**src/rtl/card_dealer.sv**
```systemverilog
// rtl/card_dealer.sv - 52-card dealer with LFSR draw, per-value deck counts and 2 s display handshake
module card_dealer #(
    parameter int WIDTH = 12
) (
    input  logic             clk_50M,
    input  logic             i_RstCounter,
    input  logic [WIDTH-1:0] i_Seed,
    input  logic             i_SeedLoad,
    input  logic             i_DrawReq,
    input  logic             i_TwoSec,
    output logic [3:0]       o_Card,
    output logic             o_CardValid,
    output logic             o_Busy,
    output logic             o_DeckEmpty,
    output logic [5:0]       o_CardsLeft,
    output logic             o_ActTimer,
    output logic             o_ClrTimer
);

    typedef enum logic [2:0] {
        S_IDLE    = 3'd0,
        S_DRAW    = 3'd1,
        S_PRESENT = 3'd2,
        S_WAIT2S  = 3'd3,
        S_CLEAR   = 3'd4
    } state_t;

    localparam logic [15:0] LFSR_RESET = 16'hACE1;
    localparam logic [15:0] SEED_BASE  = 16'hA000;

    state_t      state;
    state_t      state_nxt;
    logic [15:0] lfsr;
    logic [15:0] lfsr_shift;
    logic [15:0] seed_ext;
    // Indexed directly by the 4-bit candidate; slots 0, 14 and 15 stay at 0 so
    // an out-of-range candidate can never look available.
    logic [2:0]  remaining [16];
    logic [5:0]  cards_left;
    logic [3:0]  cand;
    logic        cand_ok;
    logic        seed_accept;
    logic        draw_accept;

    assign seed_ext   = {{(16 - WIDTH){1'b0}}, i_Seed};
    assign lfsr_shift = {lfsr[14:0], lfsr[15] ^ lfsr[13] ^ lfsr[12] ^ lfsr[10]};
    assign cand       = lfsr[3:0];
    assign cand_ok    = (cand != 4'd0) && (cand <= 4'd13) && (remaining[cand] != 3'd0);

    // State register
    always_ff @(posedge clk_50M or posedge i_RstCounter) begin
        if (i_RstCounter) begin
            state <= S_IDLE;
        end else begin
            state <= state_nxt;
        end
    end

    // Next-state logic, accept strobes and state-decoded outputs
    always_comb begin
        state_nxt   = state;
        seed_accept = 1'b0;
        draw_accept = 1'b0;
        o_CardValid = 1'b0;
        o_Busy      = 1'b1;
        o_ActTimer  = 1'b0;
        o_ClrTimer  = 1'b0;
        case (state)
            S_IDLE: begin
                o_Busy = 1'b0;
                if (i_SeedLoad) begin
                    seed_accept = 1'b1;
                end else if (i_DrawReq && (cards_left != 6'd0)) begin
                    state_nxt = S_DRAW;
                end
            end
            S_DRAW: begin
                if (cand_ok) begin
                    draw_accept = 1'b1;
                    state_nxt   = S_PRESENT;
                end
            end
            S_PRESENT: begin
                o_CardValid = 1'b1;
                state_nxt   = S_WAIT2S;
            end
            S_WAIT2S: begin
                o_ActTimer = 1'b1;
                if (i_TwoSec) begin
                    state_nxt = S_CLEAR;
                end
            end
            S_CLEAR: begin
                o_ClrTimer = 1'b1;
                state_nxt  = S_IDLE;
            end
            default: begin
                state_nxt = S_IDLE;
            end
        endcase
    end

    // LFSR free-runs every cycle except the one in which a seed is loaded
    always_ff @(posedge clk_50M or posedge i_RstCounter) begin
        if (i_RstCounter) begin
            lfsr <= LFSR_RESET;
        end else if (seed_accept) begin
            lfsr <= SEED_BASE | seed_ext;
        end else begin
            lfsr <= lfsr_shift;
        end
    end

    // Per-value counts: refill on reset or seed load, decrement the accepted value
    always_ff @(posedge clk_50M or posedge i_RstCounter) begin
        if (i_RstCounter) begin
            for (int i = 0; i < 16; i++) begin
                remaining[i] <= ((i >= 1) && (i <= 13)) ? 3'd4 : 3'd0;
            end
        end else if (seed_accept) begin
            for (int i = 0; i < 16; i++) begin
                remaining[i] <= ((i >= 1) && (i <= 13)) ? 3'd4 : 3'd0;
            end
        end else if (draw_accept) begin
            remaining[cand] <= remaining[cand] - 3'd1;
        end
    end

    // Running total kept alongside the per-value counts so it is never summed
    always_ff @(posedge clk_50M or posedge i_RstCounter) begin
        if (i_RstCounter) begin
            cards_left <= 6'd52;
        end else if (seed_accept) begin
            cards_left <= 6'd52;
        end else if (draw_accept) begin
            cards_left <= cards_left - 6'd1;
        end
    end

    // Dealt card is held until the next accepted candidate
    always_ff @(posedge clk_50M or posedge i_RstCounter) begin
        if (i_RstCounter) begin
            o_Card <= 4'd0;
        end else if (draw_accept) begin
            o_Card <= cand;
        end
    end

    assign o_CardsLeft = cards_left;
    assign o_DeckEmpty = (cards_left == 6'd0);

endmodule
```
**config.mk**
```make
export PLATFORM = sky130hd
export DESIGN_NAME = card_dealer
export DESIGN_NICKNAME = d
export VERILOG_FILES = /design/src/rtl/card_dealer.sv
export SDC_FILE = /design/constraint.sdc
export NUM_CORES = 1
export LEC_CHECK = 0
export ABC_AREA = 1
export CORE_MARGIN = 3
export CORE_UTILIZATION = 35
export CTS_CLUSTER_SIZE = 20
export DETAILED_ROUTE_END_ITERATION = 8
export MAX_ROUTING_LAYER = met4
export PLACE_DENSITY = 0.54
export SETUP_SLACK_MARGIN = 0.5
export SKIP_LAST_GASP = 1
export SYNTH_ARGS = -nofsm -noshare
export SYNTH_HDL_FRONTEND = slang
export SYNTH_SLANG_ARGS = --single-unit
```
**constraint.sdc**
```tcl
create_clock -name clk_50M -period 3.5 [get_ports clk_50M]
set_clock_uncertainty 0.1 [all_clocks]
set_input_delay 0.7 -clock clk_50M [delete_from_list [all_inputs] [get_ports clk_50M]]
set_output_delay 0.7 -clock clk_50M [all_outputs]
set_load 0.05 [all_outputs]
```
==> flow_metrics.env, run 1 <==
# implementation run metrics
export IMPL_fin_util_pct=44.3
export IMPL_postSynth_asyncResetShare_pct=100
export IMPL_gp_congestion=0.823
export IMPL_combAreaFraction_pct=36.0
export IMPL_p_per_area_nw_per_um2=1050
export IMPL_cp_top_family="buffers and inverters"
export IMPL_signal_buffers=52
export IMPL_cts_tree="done"
export IMPL_grt_pass1_vias=3282
export IMPL_wl_per_cell_um=14.0
export IMPL_largest_reg_flops=48
export IMPL_grt_setup_unrepaired="false"
export IMPL_common_cells="nand2_1 (170), dfrtp_1 (53), nor2_1 (52), nand3_1 (49), inv_1 (38)"
export IMPL_fin_crit_sh_pct=81.1
export IMPL_ys_area_um2=3970
export IMPL_total_power_mw=5.06
export IMPL_syn_num_nets=517
export IMPL_nFillCells=1122
export IMPL_min_from="lfsr[14]"
export IMPL_synth_top_area_share_pct=33.4
export IMPL_layout_top_cell="nand2_1"
export IMPL_tns_ps=0
export IMPL_synth_most_common_cell="nand2_1"
export IMPL_top_layer_used="met4"
export IMPL_max_freq_mhz=352
export IMPL_slew_viol_final=0
export IMPL_drtIter0Drc=183
export IMPL_flops=77
export IMPL_crit_fanout=7
export IMPL_seq_share_pct=40.5
export IMPL_worst_pin_slew_ps=618
export IMPL_status="finished clean"
export IMPL_antenna_found_initial=0
export IMPL_dp_cells=659
export IMPL_flop_cell="dfrtp_1"
export IMPL_tap_cells=140
export IMPL_cts_htree_levels=3
export IMPL_cp_arrival_ps=2040
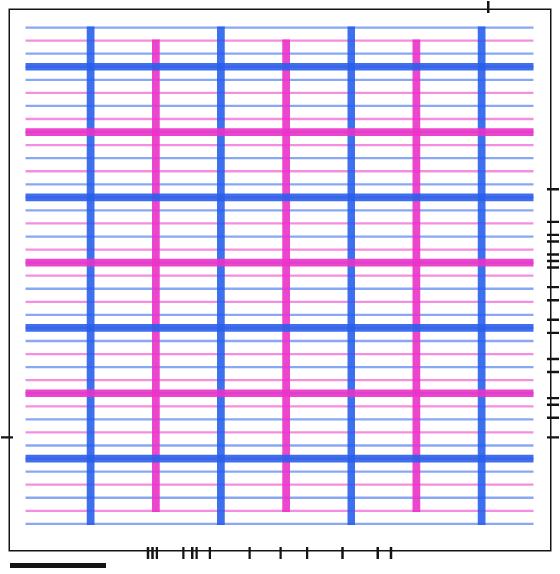
run_1/pdn.png
The bar under the picture is 20 um long. Pins as bars on the die edge.
- blue: VSS
- magenta: VDD
- met4 straps: 7
- met5 straps: 7
- signal pins: 32
- rows: 38
core area: 10900 um^2
Max VDD drop: 0.509 mV
Die Ht: 112 um

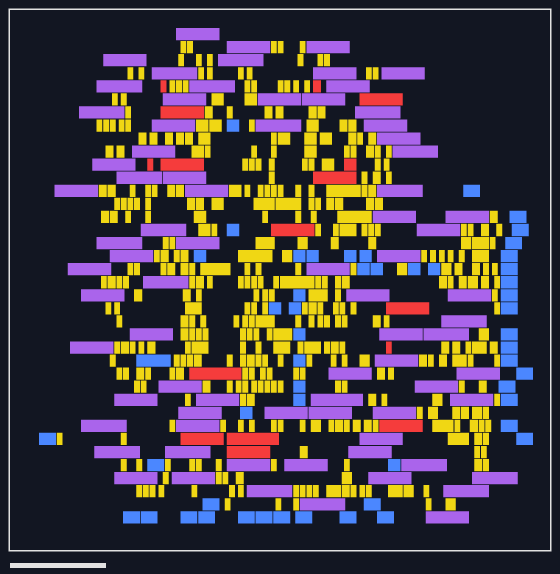
run_1/cell_classes.png
The bar under the picture is 20 um long.
- red: clock drivers and dummy loads (cells 16)
- yellow: all other logic (cells 402)
- purple: flip-flops (cells 77)
- blue: other buffers and delay cells (cells 52)

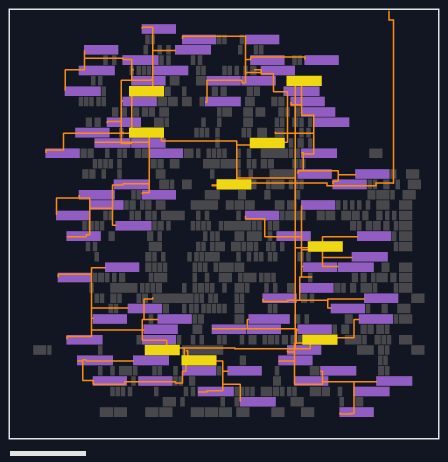
run_1/clock_map.png
The bar under the picture is 20 um long.
- yellow: cells driving clock nets (count 9)
- orange: clock wires (length 1080 um)
- purple: flip-flops (count 77)
- flops lie: all over the die
Clk pwr share: 19.3%
clk ins delay skew pair: 330 ps
Clock Power: 977 uW

==> run 2: changes to the inputs <==
- clock period: 3.5 -> 2.7 ns (I/O delays scaled with it)
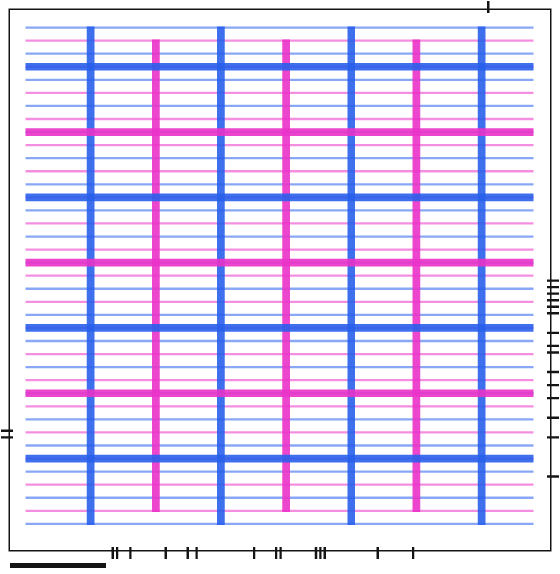
run_2/pdn.png
The bar under the picture is 20 um long. Pins as bars on the die edge.
Max VDD drop: 0.705 mV
Die X: 112 um

==> run 2 against run 1 <==
First-iteration DRC count up 3.3%; combinational power rose by 64%; routed wire length increased by 6.4%; total power grew 48%; final cell count rose by 0.44%; critical path depth grew 11; largest power group unchanged; highest routed layer unchanged.
==> flow_metrics.env, run 2 <==
# implementation run metrics
export IMPL_status="finished clean"
export IMPL_seq_share_pct=37.7
export IMPL_grt_pass1_vias=3407
export IMPL_cts_buffers=9
export IMPL_wl_per_cell_um=14.8
export IMPL_die_area_um2=12600
export IMPL_warnings=30
export IMPL_gp_congestion=0.883
export IMPL_dp_cells=661
export IMPL_nFillCells=1055
export IMPL_slew_viol_final=0
export IMPL_min_from="lfsr[14]"
export IMPL_cp_top_family="simple AND/OR/NAND/NOR gates"
export IMPL_flops=77
export IMPL_grt_setup_unrepaired="true"
export IMPL_worst_pin_slew_ps=1060
export IMPL_syn_cell_area_um2=3970
export IMPL_path_class="reg -> reg"
export IMPL_p_per_area_nw_per_um2=1440
export IMPL_pg_clk_mw=1.25
export IMPL_signal_buffers=54
export IMPL_total_power_mw=7.48
export IMPL_fin_util_pct=47.5
export IMPL_pwr_share_clk_pct=16.8
export IMPL_drtIter0Drc=189
export IMPL_cp_slowest_cell="dfstp_2"
export IMPL_largest_reg_flops=48
export IMPL_core_um2=10900
export IMPL_flop_cell="dfrtp_1"
export IMPL_antenna_found_initial=0
export IMPL_postSynth_asyncResetShare_pct=100
export IMPL_syn_num_nets=517
export IMPL_clock_latency_ps=340
export IMPL_synth_most_common_cell="nand2_1"
export IMPL_synthCells=496
export IMPL_max_freq_mhz=404
export IMPL_ys_area_um2=3970
export IMPL_cts_htree_levels=3
export IMPL_cts_tree="done"
export IMPL_tap_cells=140
export IMPL_common_cells="nand2_1 (170), dfrtp_1 (53), nor2_1 (52), nand3_1 (49), inv_1 (38)"
export IMPL_combAreaFraction_pct=38.8
export IMPL_r2r_setup_slack_ps=220
export IMPL_synth_top_area_share_pct=33.4
export IMPL_layout_top_cell="nand2_1"
export IMPL_tns_ps=0
Power is estimated from default activity; no workload was simulated.
